Fig. 1: run 1, where the registers sit
Other sequential cells in the stronger grey, the rest of the logic in the fainter grey.
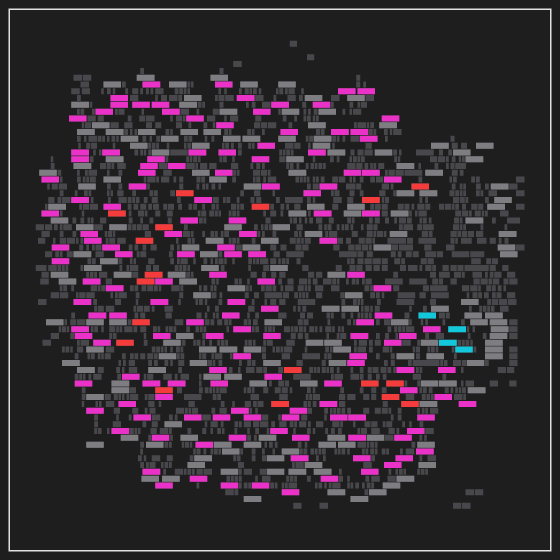
Fig. 2: run 1, drive-strength map
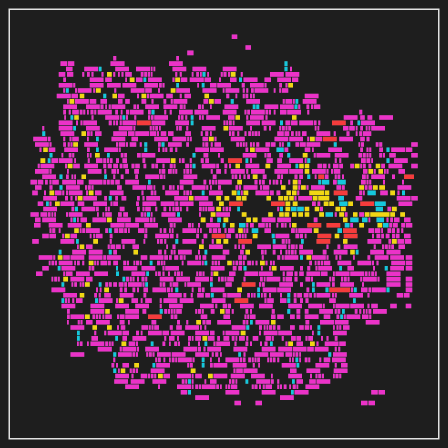
Fig. 3: run 1, congestion heat map
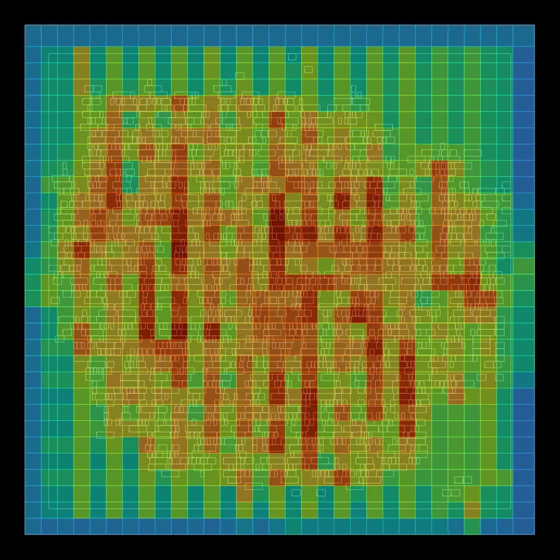
Fig. 4: run 1, placement by cell class
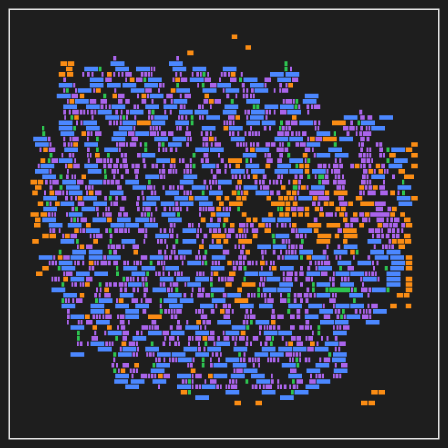
[src/rtl/biquad_coeff_sequencer_pkg.sv]
// Shared types and encodings for the biquad coefficient load sequencer.
package biquad_coeff_sequencer_pkg;

  localparam int unsigned DW = 18;

  localparam logic ADR_LOW  = 1'b0;
  localparam logic ADR_XFER = 1'b1;
  localparam logic SEL_LOW  = 1'b0;
  localparam logic SEL_HIGH = 1'b1;

  typedef enum logic [3:0] {
    ST_IDLE,
    ST_HI_WR,
    ST_HI_HOLD,
    ST_XF_WR,
    ST_XF_HOLD,
    ST_LO_WR,
    ST_LO_HOLD,
    ST_UPDATE,
    ST_SETTLE,
    ST_DONE
  } state_e;

  typedef struct packed {
    logic [DW-1:0] hi;
    logic [DW-1:0] lo;
  } coeff_pair_t;

  typedef struct packed {
    logic [DW-1:0] dat;
    logic          adr;
  } coeff_bus_t;

endpackage

[src/rtl/biquad_coeff_sequencer_mask_first_set.sv]
// Lowest-set-bit index of a mask, with a flag telling whether any bit is set.
module mask_first_set #(
  parameter int unsigned N  = 4,
  parameter int unsigned IW = 2
) (
  input  logic [N-1:0]  mask_i,
  output logic [IW-1:0] idx_o,
  output logic          vld_o
);

  // Descending scan so the lowest set bit is the last one written.
  always_comb begin
    idx_o = '0;
    vld_o = 1'b0;
    for (int i = int'(N) - 1; i >= 0; i--) begin
      if (mask_i[i]) begin
        idx_o = IW'(i);
        vld_o = 1'b1;
      end
    end
  end

endmodule

[src/rtl/biquad_coeff_sequencer.sv]
// Replays shadow coefficients into each selected channel's B1 chain over a
// shared load bus, then fires one atomic B1-to-B2 update to all of them.
module biquad_coeff_sequencer
  import biquad_coeff_sequencer_pkg::*;
#(
  parameter int unsigned NCH           = 4,
  parameter int unsigned CHW           = 2,
  parameter int unsigned UPDATE_SETTLE = 4
) (
  input  logic           clk,
  input  logic           rst,
  input  logic           cfg_wr_i,
  input  logic [CHW-1:0] cfg_ch_i,
  input  logic           cfg_sel_i,
  input  logic [DW-1:0]  cfg_dat_i,
  input  logic           commit_i,
  input  logic [NCH-1:0] commit_mask_i,
  output logic           busy_o,
  output logic           done_o,
  output logic [DW-1:0]  coeff_dat_o,
  output logic           coeff_adr_o,
  output logic [NCH-1:0] coeff_wr_o,
  output logic [NCH-1:0] coeff_update_o
);

  localparam int unsigned CNTW = 4;

  state_e         state_q, state_d;
  logic [NCH-1:0] work_q, work_d;
  logic [NCH-1:0] snap_q, snap_d;
  logic [NCH-1:0] pend_q, pend_d;
  logic [CHW-1:0] ch_q, ch_d;
  logic [CNTW-1:0] cnt_q, cnt_d;
  coeff_pair_t    shadow_q [NCH];
  coeff_pair_t    shadow_d [NCH];
  coeff_pair_t    wk_q [NCH];
  coeff_pair_t    wk_d [NCH];
  coeff_bus_t     bus_q, bus_d;
  logic [NCH-1:0] wr_q, wr_d;
  logic [NCH-1:0] upd_q, upd_d;
  logic           busy_q, busy_d;
  logic           done_q, done_d;
  logic           start;
  logic [NCH-1:0] start_mask;
  logic           fs_vld;
  logic [NCH-1:0] ch_oh;

  // Channel served next is always the lowest bit still set in the working mask.
  mask_first_set #(.N(NCH), .IW(CHW)) u_first (
    .mask_i (work_d),
    .idx_o  (ch_d),
    .vld_o  (fs_vld)
  );

  always_ff @(posedge clk) begin
    if (rst) state_q <= ST_IDLE;
    else     state_q <= state_d;
  end

  always_ff @(posedge clk) begin
    if (rst) begin
      work_q <= '0;
      snap_q <= '0;
      pend_q <= '0;
      ch_q   <= '0;
      cnt_q  <= '0;
      bus_q  <= '0;
      wr_q   <= '0;
      upd_q  <= '0;
      busy_q <= 1'b0;
      done_q <= 1'b0;
      for (int i = 0; i < int'(NCH); i++) begin
        shadow_q[i] <= '0;
        wk_q[i]     <= '0;
      end
    end else begin
      work_q   <= work_d;
      snap_q   <= snap_d;
      pend_q   <= pend_d;
      ch_q     <= ch_d;
      cnt_q    <= cnt_d;
      bus_q    <= bus_d;
      wr_q     <= wr_d;
      upd_q    <= upd_d;
      busy_q   <= busy_d;
      done_q   <= done_d;
      shadow_q <= shadow_d;
      wk_q     <= wk_d;
    end
  end

  always_comb begin
    state_d    = state_q;
    work_d     = work_q;
    snap_d     = snap_q;
    pend_d     = pend_q;
    cnt_d      = cnt_q;
    shadow_d   = shadow_q;
    wk_d       = wk_q;
    start      = 1'b0;
    start_mask = '0;

    if (cfg_wr_i && (32'(cfg_ch_i) < NCH)) begin
      if (cfg_sel_i == SEL_HIGH) shadow_d[cfg_ch_i].hi = cfg_dat_i;
      else                       shadow_d[cfg_ch_i].lo = cfg_dat_i;
    end

    if (commit_i && (state_q != ST_IDLE) && (state_q != ST_DONE))
      pend_d = pend_q | commit_mask_i;

    case (state_q)
      ST_IDLE: begin
        if (commit_i) begin
          start      = 1'b1;
          start_mask = commit_mask_i;
        end
      end
      ST_HI_WR:   state_d = ST_HI_HOLD;
      ST_HI_HOLD: state_d = ST_XF_WR;
      ST_XF_WR:   state_d = ST_XF_HOLD;
      ST_XF_HOLD: state_d = ST_LO_WR;
      ST_LO_WR:   state_d = ST_LO_HOLD;
      ST_LO_HOLD: begin
        work_d  = work_q & ~(NCH'(1) << ch_q);
        state_d = (|work_d) ? ST_HI_WR : ST_UPDATE;
      end
      ST_UPDATE: begin
        if (UPDATE_SETTLE == 0) begin
          state_d = ST_DONE;
        end else begin
          state_d = ST_SETTLE;
          cnt_d   = CNTW'(UPDATE_SETTLE - 1);
        end
      end
      ST_SETTLE: begin
        if (cnt_q == '0) state_d = ST_DONE;
        else             cnt_d   = cnt_q - CNTW'(1);
      end
      ST_DONE: begin
        // Commits collected while busy (plus one arriving now) restart immediately.
        start_mask = pend_q | (commit_i ? commit_mask_i : '0);
        pend_d     = '0;
        start      = |start_mask;
        state_d    = ST_IDLE;
      end
      default: state_d = ST_IDLE;
    endcase

    if (start) begin
      work_d  = start_mask;
      snap_d  = start_mask;
      state_d = (|start_mask) ? ST_HI_WR : ST_DONE;
      for (int i = 0; i < int'(NCH); i++) begin
        if (start_mask[i]) wk_d[i] = shadow_q[i];
      end
    end
  end

  // Outputs decoded from the next state so they register alongside it.
  always_comb begin
    bus_d  = '0;
    wr_d   = '0;
    upd_d  = '0;
    busy_d = (state_d != ST_IDLE);
    done_d = 1'b0;
    ch_oh  = fs_vld ? (NCH'(1) << ch_d) : '0;

    case (state_d)
      ST_HI_WR: begin
        bus_d.dat = wk_d[ch_d].hi;
        bus_d.adr = ADR_LOW;
        wr_d      = ch_oh;
      end
      ST_HI_HOLD: begin
        bus_d.dat = wk_d[ch_d].hi;
        bus_d.adr = ADR_LOW;
      end
      ST_XF_WR: begin
        bus_d.dat = wk_d[ch_d].hi;
        bus_d.adr = ADR_XFER;
        wr_d      = ch_oh;
      end
      ST_XF_HOLD: begin
        bus_d.dat = wk_d[ch_d].hi;
        bus_d.adr = ADR_XFER;
      end
      ST_LO_WR: begin
        bus_d.dat = wk_d[ch_d].lo;
        bus_d.adr = ADR_LOW;
        wr_d      = ch_oh;
      end
      ST_LO_HOLD: begin
        bus_d.dat = wk_d[ch_d].lo;
        bus_d.adr = ADR_LOW;
      end
      ST_UPDATE: upd_d  = snap_d;
      ST_DONE:   done_d = 1'b1;
      default: ;
    endcase
  end

  assign busy_o         = busy_q;
  assign done_o         = done_q;
  assign coeff_dat_o    = bus_q.dat;
  assign coeff_adr_o    = bus_q.adr;
  assign coeff_wr_o     = wr_q;
  assign coeff_update_o = upd_q;

endmodule
[config.mk]
export PLATFORM = sky130hd
export DESIGN_NAME = biquad_coeff_sequencer
export DESIGN_NICKNAME = d
export VERILOG_FILES = /design/src/rtl/biquad_coeff_sequencer_pkg.sv /design/src/rtl/biquad_coeff_sequencer_mask_first_set.sv /design/src/rtl/biquad_coeff_sequencer.sv
export SDC_FILE = /design/constraint.sdc
export NUM_CORES = 1
export LEC_CHECK = 0
export CORE_MARGIN = 10
export CORE_UTILIZATION = 35
export CTS_BUF_LIST = sky130_fd_sc_hd__clkbuf_2
export DETAILED_ROUTE_END_ITERATION = 10
export PLACE_DENSITY = 0.57
export SLEW_MARGIN = 20
export SYNTH_ARGS = -nofsm -noshare
export SYNTH_HDL_FRONTEND = slang
export SYNTH_SLANG_ARGS = --single-unit
[constraint.sdc]
create_clock -name clk -period 2.8 [get_ports clk]
set_input_delay 0.56 -clock clk [delete_from_list [all_inputs] [get_ports clk]]
set_output_delay 0.56 -clock clk [all_outputs]
set_load 0.05 [all_outputs]
==> impl_metrics.json, run 1 <==
{
  "status": "completed",
  "route.met3.wl_um": 2979,
  "cts_buffers": 88,
  "whs_endpoint": "pend_q[1]$_SDFFE_PP0P_",
  "cts.repair.resized": 8,
  "p_per_area_nw_per_um2": 891.7,
  "clock_cell_area_share_pct": 4.395,
  "regArea_um2": 6787,
  "r2r_setup_slack_ns": 0.20,
  "comb_share_pct": 37.22,
  "cp-startpoint": "coeff_dat_o[12]$_SDFF_PP0_",
  "grt_pass1_wl_um": 67430,
  "slowest_stage": "clkdlybuf4s50_1",
  "hp-class": "in -> reg",
  "ctsHoldBuffers": 1,
  "cts_root_buffer": "clkbuf_2",
  "clock-sinks": 339,
  "met3_usage_pct": 3.677,
  "cts_buffer_depth": 3,
  "drt_iter0_drc": 1206,
  "yosysSeqAreaShare_pct": 50.41,
  "grt_max_degree": 180,
  "num_tap_cells": 511,
  "finalPower_mw": 14.57,
  "netlist_area_um2": 13460,
  "crit_path_end_kind": "output pin",
  "fin_nets": 1840,
  "setup_viol": 0,
  "hold_depth": 3,
  "crit_required_ns": 2.24,
  "initial_core_util_pct": 35.57,
  "chipArea_um2": 46710,
  "buffer_area_share_pct": 12.71,
  "worstHoldStart": "commit_mask_i[1]",
  "ys_types": 58,
  "p_comb_mw": 6.02,
  "r2r-end": "coeff_dat_o[14]$_SDFF_PP0_",
  "comb_area_um2": 6082,
  "finalClockPeriodUsage_pct": 96.27,
  "ys_area_um2": 13460,
  "grt_overflow_total": 0
}
About Fig. 1:
Red is `coeff_dat_o`, placed flops 18. Cyan is `snap_q`, placed flops 4, where east. Magenta is `wk_q`, placed flops 144.
Another 173 sequential cells are not coloured.

About Fig. 2:
Red is x6 and larger, cells 22, share 1.2%, most used buf_12. Cyan is x2, cells 147, share 7.9%, most used clkbuf_2. Magenta is x1 and smaller, cells 1537, share 83%, most used nand2_1. Yellow is x3 and x4, cells 154, share 8.3%, most used buf_4.
Final Worst Setup Slack: 0.1044 ns
Design Area, Final: 16340 µm²
P&R area growth vs syn: 21.38%
Plain + repair buffers: 226

About Fig. 3:
GR Util met2: 28.62%
Core Util, Final: 43.18%
met1 Usage GRT: 24.12%

About Fig. 4:
Purple is remaining logic cells, cells 1155, share of their area 39%. Green is clock drivers and dummy loads, cells 140, share of their area 4.6%. Orange is remaining buffers and delay cells, cells 226, share of their area 13%. Blue is registers, cells 339, share of their area 43%.
number of core rows: 71
total core area: 37840 µm²
flop share of the area: 41.53%

## run 1: synth_stat cells (2+ instances only)
cell type  instances  area [µm²]
a31oi_2            2       25.02
buf_4              5       37.54
buf_6              2       22.52
nand2_1          411        1543
or2_1              3       18.77
xor2_1             2       17.52
buf_1              6       22.52
o32a_1             2       20.02
a221oi_1          17       148.9
clkbuf_2          15       75.07
a22oi_1           52       390.4
nor2b_1            6       37.54
nor4_1             3       18.77
a21o_1             2       15.01
o32ai_1            2       17.52
o22ai_1           21       131.4
dfxtp_1          339        6787
clkbuf_1          76       285.3
and2_1             4       25.02
inv_1              9       33.78
nor3b_1            2       15.01
nand2b_1           9       56.30
o21ai_0           44       220.2
buf_2             29       145.1
mux2i_1          108        1081
a31oi_1           22       137.6
o21ai_1           24       120.1
nor3_1            14       70.07
a211oi_1           4       30.03
a21oi_1          199       996.0
nor2_1           155       581.8
nand3_1           12       60.06
## run 1: per-stage QoR
| stage | instances | worst slack, ns | TNS (ns) | hold slack, ns |
|---|---|---|---|---|
| 4_1_cts | 2371 | 0.01789 | 0 | 0.3149 |
| 3_3_place_gp | 2230 | -0.3282 | -6.223 | 0.4410 |
| 6_report | 2373 | 0.1044 | 0 | 0.3900 |
| 2_1_floorplan | 1627 | 0.3837 | 0 | 0.4357 |
| 3_5_place_dp | 2230 | -0.3880 | -7.831 | 0.4465 |
| 5_1_grt | 2373 | 0.006075 | 0 | 0.3820 |
## run 1: kinds of logic after synthesis
kind of cell,synth area share [%]
buffers and inverters,4.619
and+or+nand+nor,18.56
AOI/OAI and AO/OA,18.10
muxes,8.030
DFF,50.41
xor gates and xnor gates,0.1952
adders and majority gates,0.09292
Fig. 5: run 1, cell density map
The die is cut into 22 by 22 equal tiles; black is low, pale yellow is high, 0 to 100% covered.
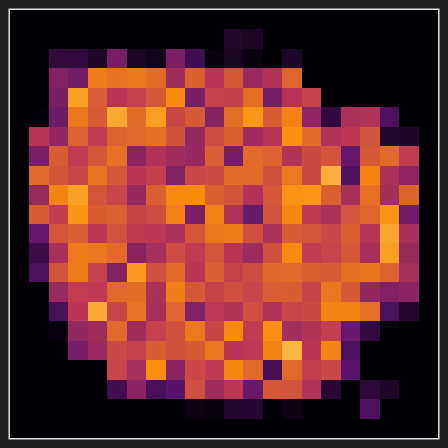

--- run 2 (diff from run 1) ---
Settings changed: CAP_MARGIN set to 20, CELL_PAD_IN_SITES_DETAIL_PLACEMENT set to 2, CELL_PAD_IN_SITES_GLOBAL_PLACEMENT set to 2, PLACE_DENSITY 0.57 to 0.82.
Clock period 2.8 ns to 2.95 ns, I/O delays scaled along.
Fig. 6: run 2, cell density map
The die is cut into 22 by 22 equal tiles; black is low, pale yellow is high, 0 to 100% covered.
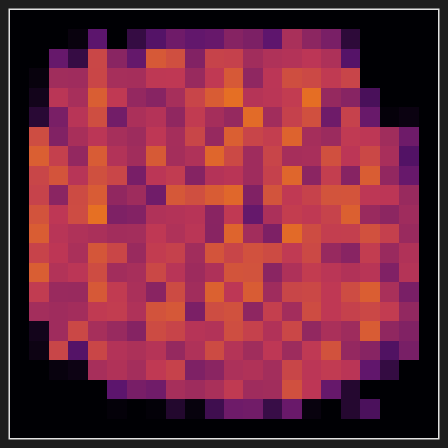
The mean over all tiles is 34%. The fullest tile reaches 67%. The densest ninth of the die: centre. 25% of the tiles are nearly empty.

==> run 2 against run 1 <==
Against the previous run:
- sequential cell count stayed put
- first-iteration DRC count is 31% lower
- critical path depth stayed put
- final area up 0.27%
- critical path type unchanged
- via count is 7.9% higher
- wire length increased by 38%
- sequential share of layout area fell by 0.096 points
- synthesized cell count unchanged
==> impl_metrics.json, run 2 <==
{
  "area_leaders": "dfxtp_1 (50%), nand2_1 (11%), mux2i_1 (8.0%), a21oi_1 (7.4%), nor2_1 (4.3%)",
  "hp-class": "in -> reg",
  "status": "completed",
  "cts_buffers": 91,
  "top_area_share_pct": 50.41,
  "setup_viol": 0,
  "fin_hold_ws_ns": 0.3609,
  "grt_max_degree": 96,
  "core_um2": 37840,
  "finalSetupTns_ns": 0,
  "clock-sinks": 339,
  "ys_types": 58,
  "yosysSeqAreaShare_pct": 50.41,
  "fin_nets": 1827,
  "grt_overflow_total": 0,
  "hold_depth": 3,
  "netlist_area_um2": 13460,
  "grt_pass1_wl_um": 90550,
  "rows": 71,
  "ys_area_um2": 13460,
  "cts_root_buffer": "clkbuf_2",
  "crit_required_ns": 2.36,
  "p_per_area_nw_per_um2": 912.3,
  "r2r_setup_slack_ns": 0.18,
  "dpl_worst_slack_ns": -0.5786,
  "initial_core_util_pct": 35.57,
  "whs_endpoint": "pend_q[3]$_SDFFE_PP0P_",
  "drt_iter0_drc": 838,
  "slowest_stage": "clkdlybuf4s50_1",
  "common_cells": "nand2_1 (411), dfxtp_1 (339), a21oi_1 (199)",
  "chipArea_um2": 46710,
  "crit_path_end_kind": "output pin"
}
Fig. 7: run 2, drive-strength map
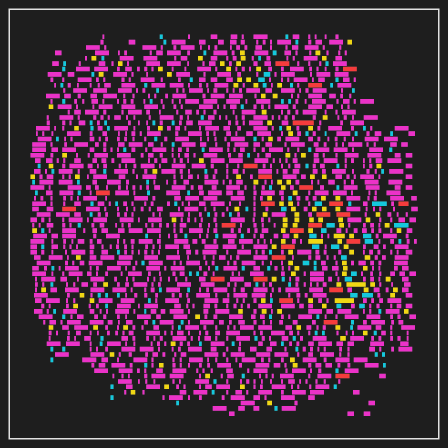
Cyan is x2, cells 163, share 8.8%, most used clkbuf_2. Yellow is x3 and x4, cells 135, share 7.3%, most used buf_4. Red is x6 and larger, cells 26, share 1.4%, most used buf_12. Magenta is x1 and smaller, cells 1537, share 83%, most used nand2_1.
Final Worst Setup Slack: 0.09719 ns
Plain + repair buffers: 210
Design Area, Final: 16390 µm²
P&R area growth vs syn: 21.71%

[run 2: cell counts after synthesis]
Identical to the previous run, type by type.
[run 2: through the flow]
step / area, µm² / instances / total power [mW] / util, %
finish: 16390 / 2373 / 14.95 / 43.30
global route: 16390 / 2373 / 15.62 / 43.30
CTS: 16370 / 2372 / 14.93 / 43.26
detailed placement: 15580 / 2214 / 11.45 / 41.17
global placement: 15580 / 2214 / 11.15 / 41.17
floorplan: 13460 / 1627 / 8.432 / -
[run 2: report_power, final]
| part | leakage, nW | internal (mW) | switching, mW |
|---|---|---|---|
| clock | 0.616 | 1.29 | 2.11 |
| sequential | 2.74 | 4.83 | 0.284 |
| combinational | 2.88 | 2.39 | 4.04 |
[run 2: logic make-up after synthesis]
group	Yosys count	share of synthesized area, %
adder cells (fa/ha/maj)	1	0.09292
buffers and inverters	142	4.619
XOR/XNOR	3	0.1952
AND-OR/OR-AND	407	18.10
multiplexers	108	8.030
flip-flops	339	50.41
AND/OR/NAND/NOR	627	18.56
[run 2: cell type report]
class	instances	area (µm²)
clock inverter	23	120.1
clock buffer	134	670.6
inverter	9	33.78
sequential	339	6789
tap	511	639.4
antenna	1	2.502
fill	4241	21460
timing repair buffer	210	2019
multi-input combinational	1146	6111
[run 2: routing by layer]
layer,vias to the layer above,wire [µm],global-route usage (%)
li1,5906,-,-
met1,6717,24200,28.76
met2,435,29780,43.51
met3,156,3039,4.652
met4,2,2895,13.68
met5,-,13,0
[run 2: timing repair]
action                                  4_1_cts  5_1_grt
hold endpoints to repair                     34        0
endpoints found under the setup margin        9       18
resized                                       9        4
hold buffers                                  1        0
Fig. 8: run 2, congestion heat map
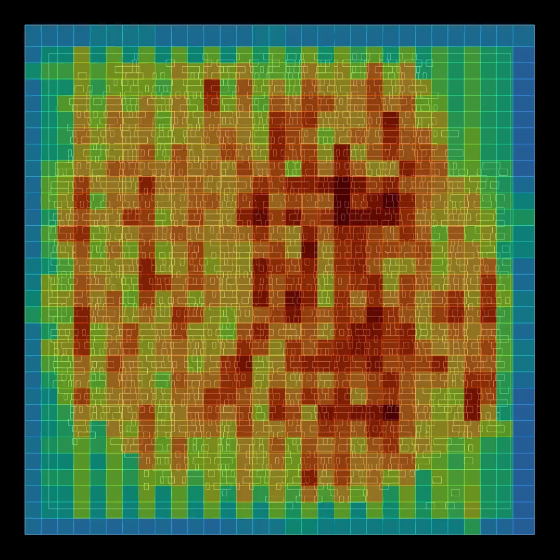

--- run 3 (diff from run 2) ---
--- a/config.mk
+++ b/config.mk
@@ -11,6 +11,6 @@
 export CORE_MARGIN = 10
-export CORE_UTILIZATION = 35
+export CORE_UTILIZATION = 38
 export CTS_BUF_LIST = sky130_fd_sc_hd__clkbuf_2
 export DETAILED_ROUTE_END_ITERATION = 10
-export PLACE_DENSITY = 0.82
+export PLACE_DENSITY = 0.87
 export SLEW_MARGIN = 20
==> constraint.sdc (replaced) <==
create_clock -name clk -period 2.95 [get_ports clk]
set_input_delay 0.4425 -clock clk [delete_from_list [all_inputs] [get_ports clk]]
set_output_delay 0.4425 -clock clk [all_outputs]
set_load 0.05 [all_outputs]
Fig. 9: run 3, congestion heat map
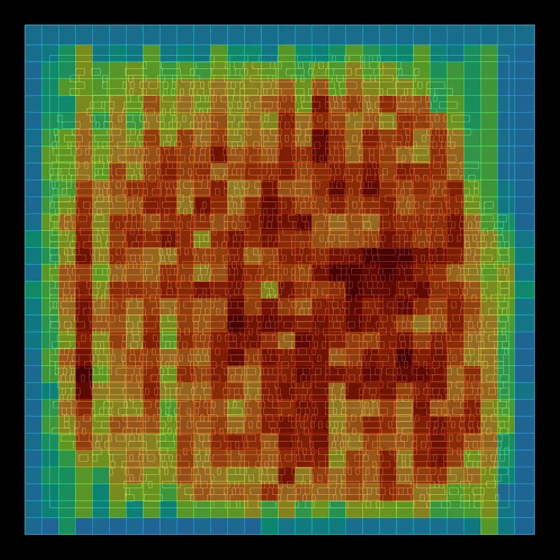
total track usage: 29.66%
routed length per instance: 29.30 µm
GRT Max-Usage Layer: met2
Core Util, Final: 47.38%

==> run 3 against run 2 <==
Against the previous run:
- first-iteration DRC count is 45% higher
- cell count fell by 2.0%
- critical endpoint is now coeff_dat_o[17]$_SDFF_PP0_
- the run now ends with setup timing left
- combinational power rose by 7.2%
- register-to-register slack worse by 0.40 ns
- sequential cell count stayed put
- via count grew 5.3%
- clock-buffer cell count grew 10
==> impl_metrics.json, run 3 <==
{
  "status": "finished, violations left",
  "violations": "setup timing",
  "area_growth_pct": 22.17,
  "ys_sh_mux_pct": 8.030,
  "fin_hold_ws_ns": 0.2481,
  "area_leaders": "dfxtp_1 (50%), nand2_1 (11%), mux2i_1 (8.0%), a21oi_1 (7.4%), nor2_1 (4.3%)",
  "postPlaceCellArea_um2": 15530,
  "finalSetupTns_ns": -0.2534,
  "setup_viol": 3,
  "met3_usage_pct": 6.620,
  "drt_iter0_drc": 1215,
  "layout_setup_ws_ns": -0.2192,
  "routed.top_layer": "met4",
  "finalPower_mw": 15.57,
  "simple_gate_area_share_pct": 18.56,
  "ys_sh_aoi_pct": 18.09,
  "grtUsageMet1_pct": 31.13,
  "chipArea_um2": 43360,
  "initial_core_util_pct": 38.78,
  "grt_max_degree": 111,
  "ys_area_um2": 13460,
  "cts_buffers": 90,
  "netlist_area_um2": 13460,
  "wl_met2_um": 33530,
  "design_area_um2": 16450
}
Fig. 10: run 3, where the registers sit
Other sequential cells in the stronger grey, the rest of the logic in the fainter grey.
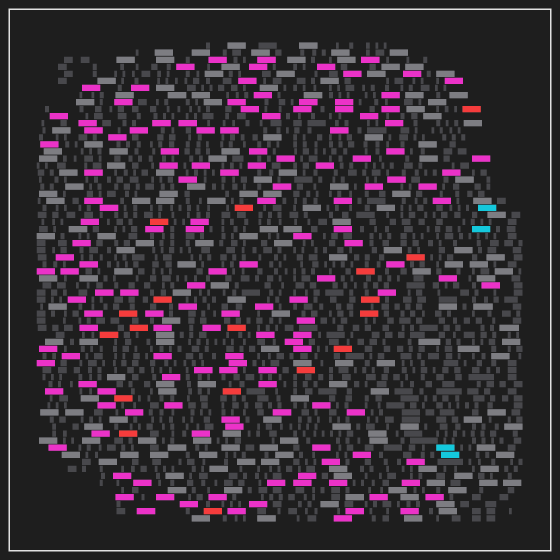
Red is `coeff_dat_o`, placed flops 18. Cyan is `snap_q`, placed flops 4. Magenta is `wk_q`, placed flops 144.
Another 173 sequential cells are not coloured.

==> run 3: cell counts after synthesis <==
Identical to the previous run, type by type.
==> run 3: final timing paths <==
check                                                from                          to  slack, ns  cells past startpoint
worst max-delay path                   ch_q[0]$_SDFF_PP0_  coeff_dat_o[17]$_SDFF_PP0_      -0.22                      9
worst max register to register         ch_q[0]$_SDFF_PP0_  coeff_dat_o[17]$_SDFF_PP0_      -0.22                      9
worst min-delay path                     commit_mask_i[2]      pend_q[2]$_SDFFE_PP0P_       0.25                      4
worst min register to register  shadow_q[62]$_SDFFE_PP0P_   shadow_q[62]$_SDFFE_PP0P_       0.46                      2
==> run 3: worst register-to-register path: stages (launching register included) <==
cell and delay, ns:
dfxtp_1 0.56, nor2_1 0.18, a32oi_1 0.25, o22ai_1 0.21, a211oi_1 0.52, and2_1 0.23, a21oi_1 0.10, or2_1 0.33
buf_4 0.19, o22ai_1 0.47
==> run 3: report_power, final <==
part	internal, mW	switching (mW)	total (mW)	leakage (nW)
Clock	1.34	2.20	3.54	0.627
Combinational	2.49	4.40	6.89	2.87
Sequential	4.84	0.294	5.13	2.74
==> run 3: cell type report <==
class / count / area share, %
repair buffers: 220 / 12.67
diodes: 3 / 0.04564
inverters: 9 / 0.2054
clock buffers: 144 / 4.382
flip-flops and latches: 339 / 41.32
multi-input cells: 1146 / 37.55
well taps: 455 / 3.461
clock inverters: 9 / 0.3651
==> run 3: timing repair <==
action,in CTS,in global routing
setup endpoints to repair,10,13
hold buffers,1,0
buffers inserted,0,1
gates resized,7,16
pin swaps,0,4
endpoints found under the hold margin,85,0
==> run 3: logic make-up after synthesis <==
group | Yosys count
AOI/OAI and AO/OA | 407
xor gates and xnor gates | 3
muxes | 108
DFF | 339
and+or+nand+nor | 627
buffers and inverters | 142
adders and majority gates | 1
Power figures rest on the tool's default switching activity, not on a simulated workload.
